Routed clock nets over the placement:
Scale: 10 px per um.
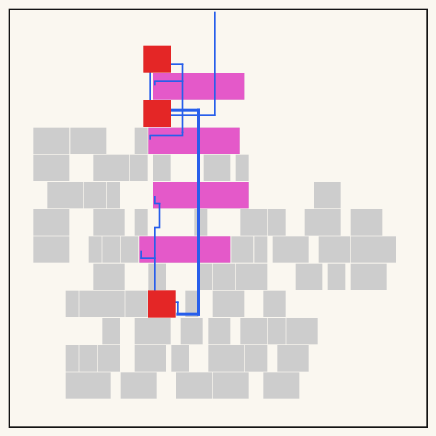
Routing congestion:
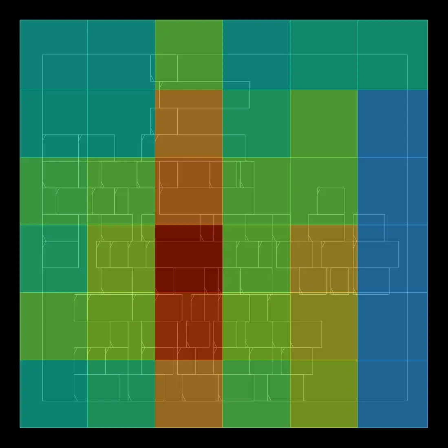
Gate-type map:
Scale: 12 px per um.
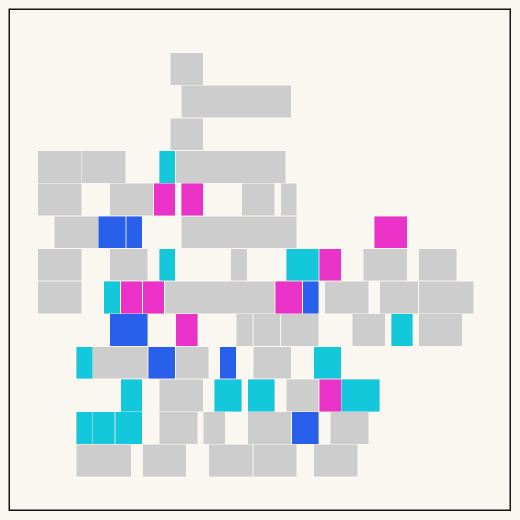
I/O pins on the die edge:
Scale: 6 px per um. Pins as bars across the die edge, other pins in gray.
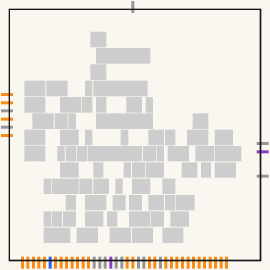
==> src/rtl/mc_control_unit_if.sv <==
// Bus between the multicycle controller and the instruction register / shared-ALU datapath.
// master: the controller (consumes instr and the ALU zero flag, drives selects and enables).
// slave:  the datapath side.
interface mc_control_unit_if;
    logic [31:0] instr;
    logic        aluflags;
    logic        pcwrite;
    logic        irwrite;
    logic        memwrite;
    logic        regwrite;
    logic        adrsrc;
    logic        alusrca;
    logic [1:0]  alusrcb;
    logic [1:0]  resultsrc;
    logic [1:0]  immsrc;
    logic        alucontrol;

    modport master (
        input  instr, aluflags,
        output pcwrite, irwrite, memwrite, regwrite, adrsrc, alusrca,
               alusrcb, resultsrc, immsrc, alucontrol
    );

    modport slave (
        output instr, aluflags,
        input  pcwrite, irwrite, memwrite, regwrite, adrsrc, alusrca,
               alusrcb, resultsrc, immsrc, alucontrol
    );
endinterface

==> src/rtl/mc_control_unit.sv <==
// Multicycle controller: decodes the instruction register and steps a Moore FSM that
// drives the ALU command, the datapath mux selects and the write enables.
// Optional feature macro COND_EXEC_EN: when defined, a Z flag register and EQ/NE/AL
// condition evaluation are built; when undefined every instruction executes as AL.
module mc_control_unit (
    input  logic               clk,
    input  logic               reset,
    mc_control_unit_if.master  bus
);
    localparam logic [3:0] S_FETCH  = 4'd0;
    localparam logic [3:0] S_DECODE = 4'd1;
    localparam logic [3:0] S_MEMADR = 4'd2;
    localparam logic [3:0] S_MEMRD  = 4'd3;
    localparam logic [3:0] S_MEMWB  = 4'd4;
    localparam logic [3:0] S_MEMWR  = 4'd5;
    localparam logic [3:0] S_EXECR  = 4'd6;
    localparam logic [3:0] S_EXECI  = 4'd7;
    localparam logic [3:0] S_ALUWB  = 4'd8;
    localparam logic [3:0] S_BRANCH = 4'd9;

    localparam logic [3:0] CMD_ADD = 4'b0100;
    localparam logic [3:0] CMD_SUB = 4'b0010;
    localparam logic [3:0] CMD_CMP = 4'b1010;

    logic [3:0] state_r;
    logic [3:0] next_state_s;
    logic       cond_ok_s;
    logic       is_cmp_s;
    logic       alu_sub_s;
    logic       alu_wb_s;

    logic       pcwrite_s;
    logic       irwrite_s;
    logic       memwrite_s;
    logic       regwrite_s;
    logic       adrsrc_s;
    logic       alusrca_s;
    logic [1:0] alusrcb_s;
    logic [1:0] resultsrc_s;
    logic       alucontrol_s;

    // Command field is Funct[4:1]; only ADD and SUB write back, CMP shares the SUB path.
    assign is_cmp_s  = (bus.instr[24:21] == CMD_CMP);
    assign alu_sub_s = (bus.instr[24:21] == CMD_SUB) || is_cmp_s;
    assign alu_wb_s  = (bus.instr[24:21] == CMD_ADD) || (bus.instr[24:21] == CMD_SUB);

`ifdef COND_EXEC_EN
    logic z_r;
    logic cond_ok_r;

    // Condition code check against the flag value held before this instruction.
    function automatic logic cond_eval(input logic [3:0] cond, input logic z);
        logic ok;
        case (cond)
            4'b0000: ok = z;
            4'b0001: ok = ~z;
            4'b1110: ok = 1'b1;
            default: ok = 1'b0;
        endcase
        return ok;
    endfunction

    // Z flag: captured leaving an execute state when the instruction passed and sets flags.
    always_ff @(posedge clk or posedge reset) begin
        if (reset) begin
            z_r <= 1'b0;
        end else if (((state_r == S_EXECR) || (state_r == S_EXECI)) && cond_ok_r &&
                     (bus.instr[20] || is_cmp_s)) begin
            z_r <= bus.aluflags;
        end
    end

    // Condition result: latched at the end of DECODE and held for the whole instruction.
    always_ff @(posedge clk or posedge reset) begin
        if (reset) begin
            cond_ok_r <= 1'b1;
        end else if (state_r == S_DECODE) begin
            cond_ok_r <= cond_eval(bus.instr[31:28], z_r);
        end
    end

    assign cond_ok_s = cond_ok_r;
`else
    assign cond_ok_s = 1'b1;
`endif

    // State register; reset lands in FETCH so the first fetch follows reset release.
    always_ff @(posedge clk or posedge reset) begin
        if (reset) begin
            state_r <= S_FETCH;
        end else begin
            state_r <= next_state_s;
        end
    end

    // Next-state decode; any unused encoding falls back to FETCH.
    always_comb begin
        next_state_s = S_FETCH;
        case (state_r)
            S_FETCH:  next_state_s = S_DECODE;
            S_DECODE: begin
                case (bus.instr[27:26])
                    2'b00:   next_state_s = bus.instr[25] ? S_EXECI : S_EXECR;
                    2'b01:   next_state_s = S_MEMADR;
                    2'b10:   next_state_s = S_BRANCH;
                    default: next_state_s = S_FETCH;
                endcase
            end
            S_MEMADR: next_state_s = bus.instr[20] ? S_MEMRD : S_MEMWR;
            S_MEMRD:  next_state_s = S_MEMWB;
            S_MEMWB:  next_state_s = S_FETCH;
            S_MEMWR:  next_state_s = S_FETCH;
            S_EXECR:  next_state_s = S_ALUWB;
            S_EXECI:  next_state_s = S_ALUWB;
            S_ALUWB:  next_state_s = S_FETCH;
            S_BRANCH: next_state_s = S_FETCH;
            default:  next_state_s = S_FETCH;
        endcase
    end

    // Moore output decode; a failed condition only masks the architectural write.
    always_comb begin
        pcwrite_s    = 1'b0;
        irwrite_s    = 1'b0;
        memwrite_s   = 1'b0;
        regwrite_s   = 1'b0;
        adrsrc_s     = 1'b0;
        alusrca_s    = 1'b0;
        alusrcb_s    = 2'b00;
        resultsrc_s  = 2'b00;
        alucontrol_s = 1'b0;
        case (state_r)
            S_FETCH: begin
                irwrite_s   = 1'b1;
                pcwrite_s   = 1'b1;
                alusrca_s   = 1'b1;
                alusrcb_s   = 2'b10;
                resultsrc_s = 2'b10;
            end
            S_DECODE: begin
                alusrca_s   = 1'b1;
                alusrcb_s   = 2'b10;
                resultsrc_s = 2'b10;
            end
            S_MEMADR: alusrcb_s = 2'b01;
            S_MEMRD:  adrsrc_s  = 1'b1;
            S_MEMWB: begin
                resultsrc_s = 2'b01;
                regwrite_s  = cond_ok_s;
            end
            S_MEMWR: begin
                adrsrc_s   = 1'b1;
                memwrite_s = cond_ok_s;
            end
            S_EXECR: alucontrol_s = alu_sub_s;
            S_EXECI: begin
                alusrcb_s    = 2'b01;
                alucontrol_s = alu_sub_s;
            end
            S_ALUWB: regwrite_s = cond_ok_s & alu_wb_s;
            S_BRANCH: begin
                alusrcb_s   = 2'b01;
                resultsrc_s = 2'b10;
                pcwrite_s   = cond_ok_s;
            end
            default: begin
                pcwrite_s = 1'b0;
            end
        endcase
    end

    // Enables are held off asynchronously while reset is asserted.
    assign bus.pcwrite    = pcwrite_s  & ~reset;
    assign bus.irwrite    = irwrite_s  & ~reset;
    assign bus.memwrite   = memwrite_s & ~reset;
    assign bus.regwrite   = regwrite_s & ~reset;
    assign bus.adrsrc     = adrsrc_s;
    assign bus.alusrca    = alusrca_s;
    assign bus.alusrcb    = alusrcb_s;
    assign bus.resultsrc  = resultsrc_s;
    assign bus.immsrc     = bus.instr[27:26];
    assign bus.alucontrol = alucontrol_s;
endmodule

==> src/flat_wrapper.sv <==
// flat-port wrapper written by rule: the top's interface ports become plain ports
module mc_control_unit_flat 
  (clk, reset, bus_instr, bus_aluflags, bus_pcwrite, bus_irwrite, bus_memwrite, bus_regwrite, bus_adrsrc, bus_alusrca, bus_alusrcb, bus_resultsrc, bus_immsrc, bus_alucontrol);
  mc_control_unit_if bus_i ();
  input  logic clk;
  input  logic reset;
  input wire logic [$bits(bus_i.instr)-1:0] bus_instr;
  input wire logic [$bits(bus_i.aluflags)-1:0] bus_aluflags;
  output wire logic [$bits(bus_i.pcwrite)-1:0] bus_pcwrite;
  output wire logic [$bits(bus_i.irwrite)-1:0] bus_irwrite;
  output wire logic [$bits(bus_i.memwrite)-1:0] bus_memwrite;
  output wire logic [$bits(bus_i.regwrite)-1:0] bus_regwrite;
  output wire logic [$bits(bus_i.adrsrc)-1:0] bus_adrsrc;
  output wire logic [$bits(bus_i.alusrca)-1:0] bus_alusrca;
  output wire logic [$bits(bus_i.alusrcb)-1:0] bus_alusrcb;
  output wire logic [$bits(bus_i.resultsrc)-1:0] bus_resultsrc;
  output wire logic [$bits(bus_i.immsrc)-1:0] bus_immsrc;
  output wire logic [$bits(bus_i.alucontrol)-1:0] bus_alucontrol;
  assign bus_i.instr = bus_instr;
  assign bus_i.aluflags = bus_aluflags;
  assign bus_pcwrite = bus_i.pcwrite;
  assign bus_irwrite = bus_i.irwrite;
  assign bus_memwrite = bus_i.memwrite;
  assign bus_regwrite = bus_i.regwrite;
  assign bus_adrsrc = bus_i.adrsrc;
  assign bus_alusrca = bus_i.alusrca;
  assign bus_alusrcb = bus_i.alusrcb;
  assign bus_resultsrc = bus_i.resultsrc;
  assign bus_immsrc = bus_i.immsrc;
  assign bus_alucontrol = bus_i.alucontrol;
  mc_control_unit u_core (.clk(clk), .reset(reset), .bus(bus_i));
endmodule
==> config.mk <==
export PLATFORM = sky130hd
export DESIGN_NAME = mc_control_unit_flat
export DESIGN_NICKNAME = d
export VERILOG_FILES = /design/src/rtl/mc_control_unit_if.sv /design/src/rtl/mc_control_unit.sv /design/src/flat_wrapper.sv
export SDC_FILE = /design/constraint.sdc
export NUM_CORES = 1
export LEC_CHECK = 0
export CAP_MARGIN = 20
export CORE_MARGIN = 2
export CORE_UTILIZATION = 25
export DETAILED_ROUTE_END_ITERATION = 8
export PLACE_DENSITY = 0.83
export RECOVER_POWER = 25
export SYNTH_ARGS = -nofsm -noshare
export SYNTH_HDL_FRONTEND = slang
export SYNTH_SLANG_ARGS = --single-unit
==> constraint.sdc <==
create_clock -name clk -period 2.3 [get_ports clk]
set_input_delay 0.46 -clock clk [delete_from_list [all_inputs] [get_ports clk]]
set_output_delay 0.46 -clock clk [all_outputs]
set_load 0.02 [all_outputs]
==> impl_metrics.csv <==
group,metric,value,unit
power,vdd_drop_max,0.495,mV
clock_tree,cts_buffers,3,
min_path,whs_path_depth,2,
final_timing,slew_violations,0,
global_routing,overflow,0,
global_routing,grtUsageTotal,12.5,%
power,power-top-group,"combinational cells",
yosys,ys_types,24,
clock_tree,cts_resized,6,
final_timing,worst_pin_slew,283,ps
yosys,ys_seq_share,28.3,%
yosys,syn_area_per_cell,7.38,um^2
final_layout,nClkBuffers,3,
routing,top_layer,"met4",
final_layout,flop_area,101,um^2
yosys,ys_sh_aoi,19.1,%
run_status,status,"finished, final reports clean",
power,p_comb,0.505,mW
final_timing,setup_viol,0,
final_layout,antenna_cells,0,
routing,route.met2.wl,489,um
final_timing,rsz0062_at_grt,"no",
final_layout,dominant_cells,"buffers",
routing,wl_met3,54,um
## Picture notes: 'routed clock nets over the placement'
[clock wires] blue | length: 80.9 um
[flip-flops] magenta | count: 4
[cells driving clock nets] red | count: 3
routed clock nets: 4
P_clk: 0.0890 mW
Clock Skews: 0.519 ps
Clock Power Share: 11.7%

## Picture notes: 'routing congestion'
WL/cell: 11.5 um
GR Util met2: 22.2%
grt met3 use: 2.61%
met1 Usage GRT: 12.6%

## Picture notes: 'gate-type map'
| family | color | cells |
|---|---|---|
| NOR gates | cyan | 14 |
| inverting AOI/OAI gates | magenta | 9 |
| NAND gates | blue | 7 |

## Picture notes: 'I/O pins on the die edge'
| port | color | pins | direction | edge |
|---|---|---|---|---|
| bus_instr | orange | 32 | input | 28 south, 4 west |
| bus_aluflags | blue | 1 | input | south |
| bus_resultsrc | purple | 2 | output | 1 south, 1 east |

No activity file was given, so power comes from the tool's default toggle rates.
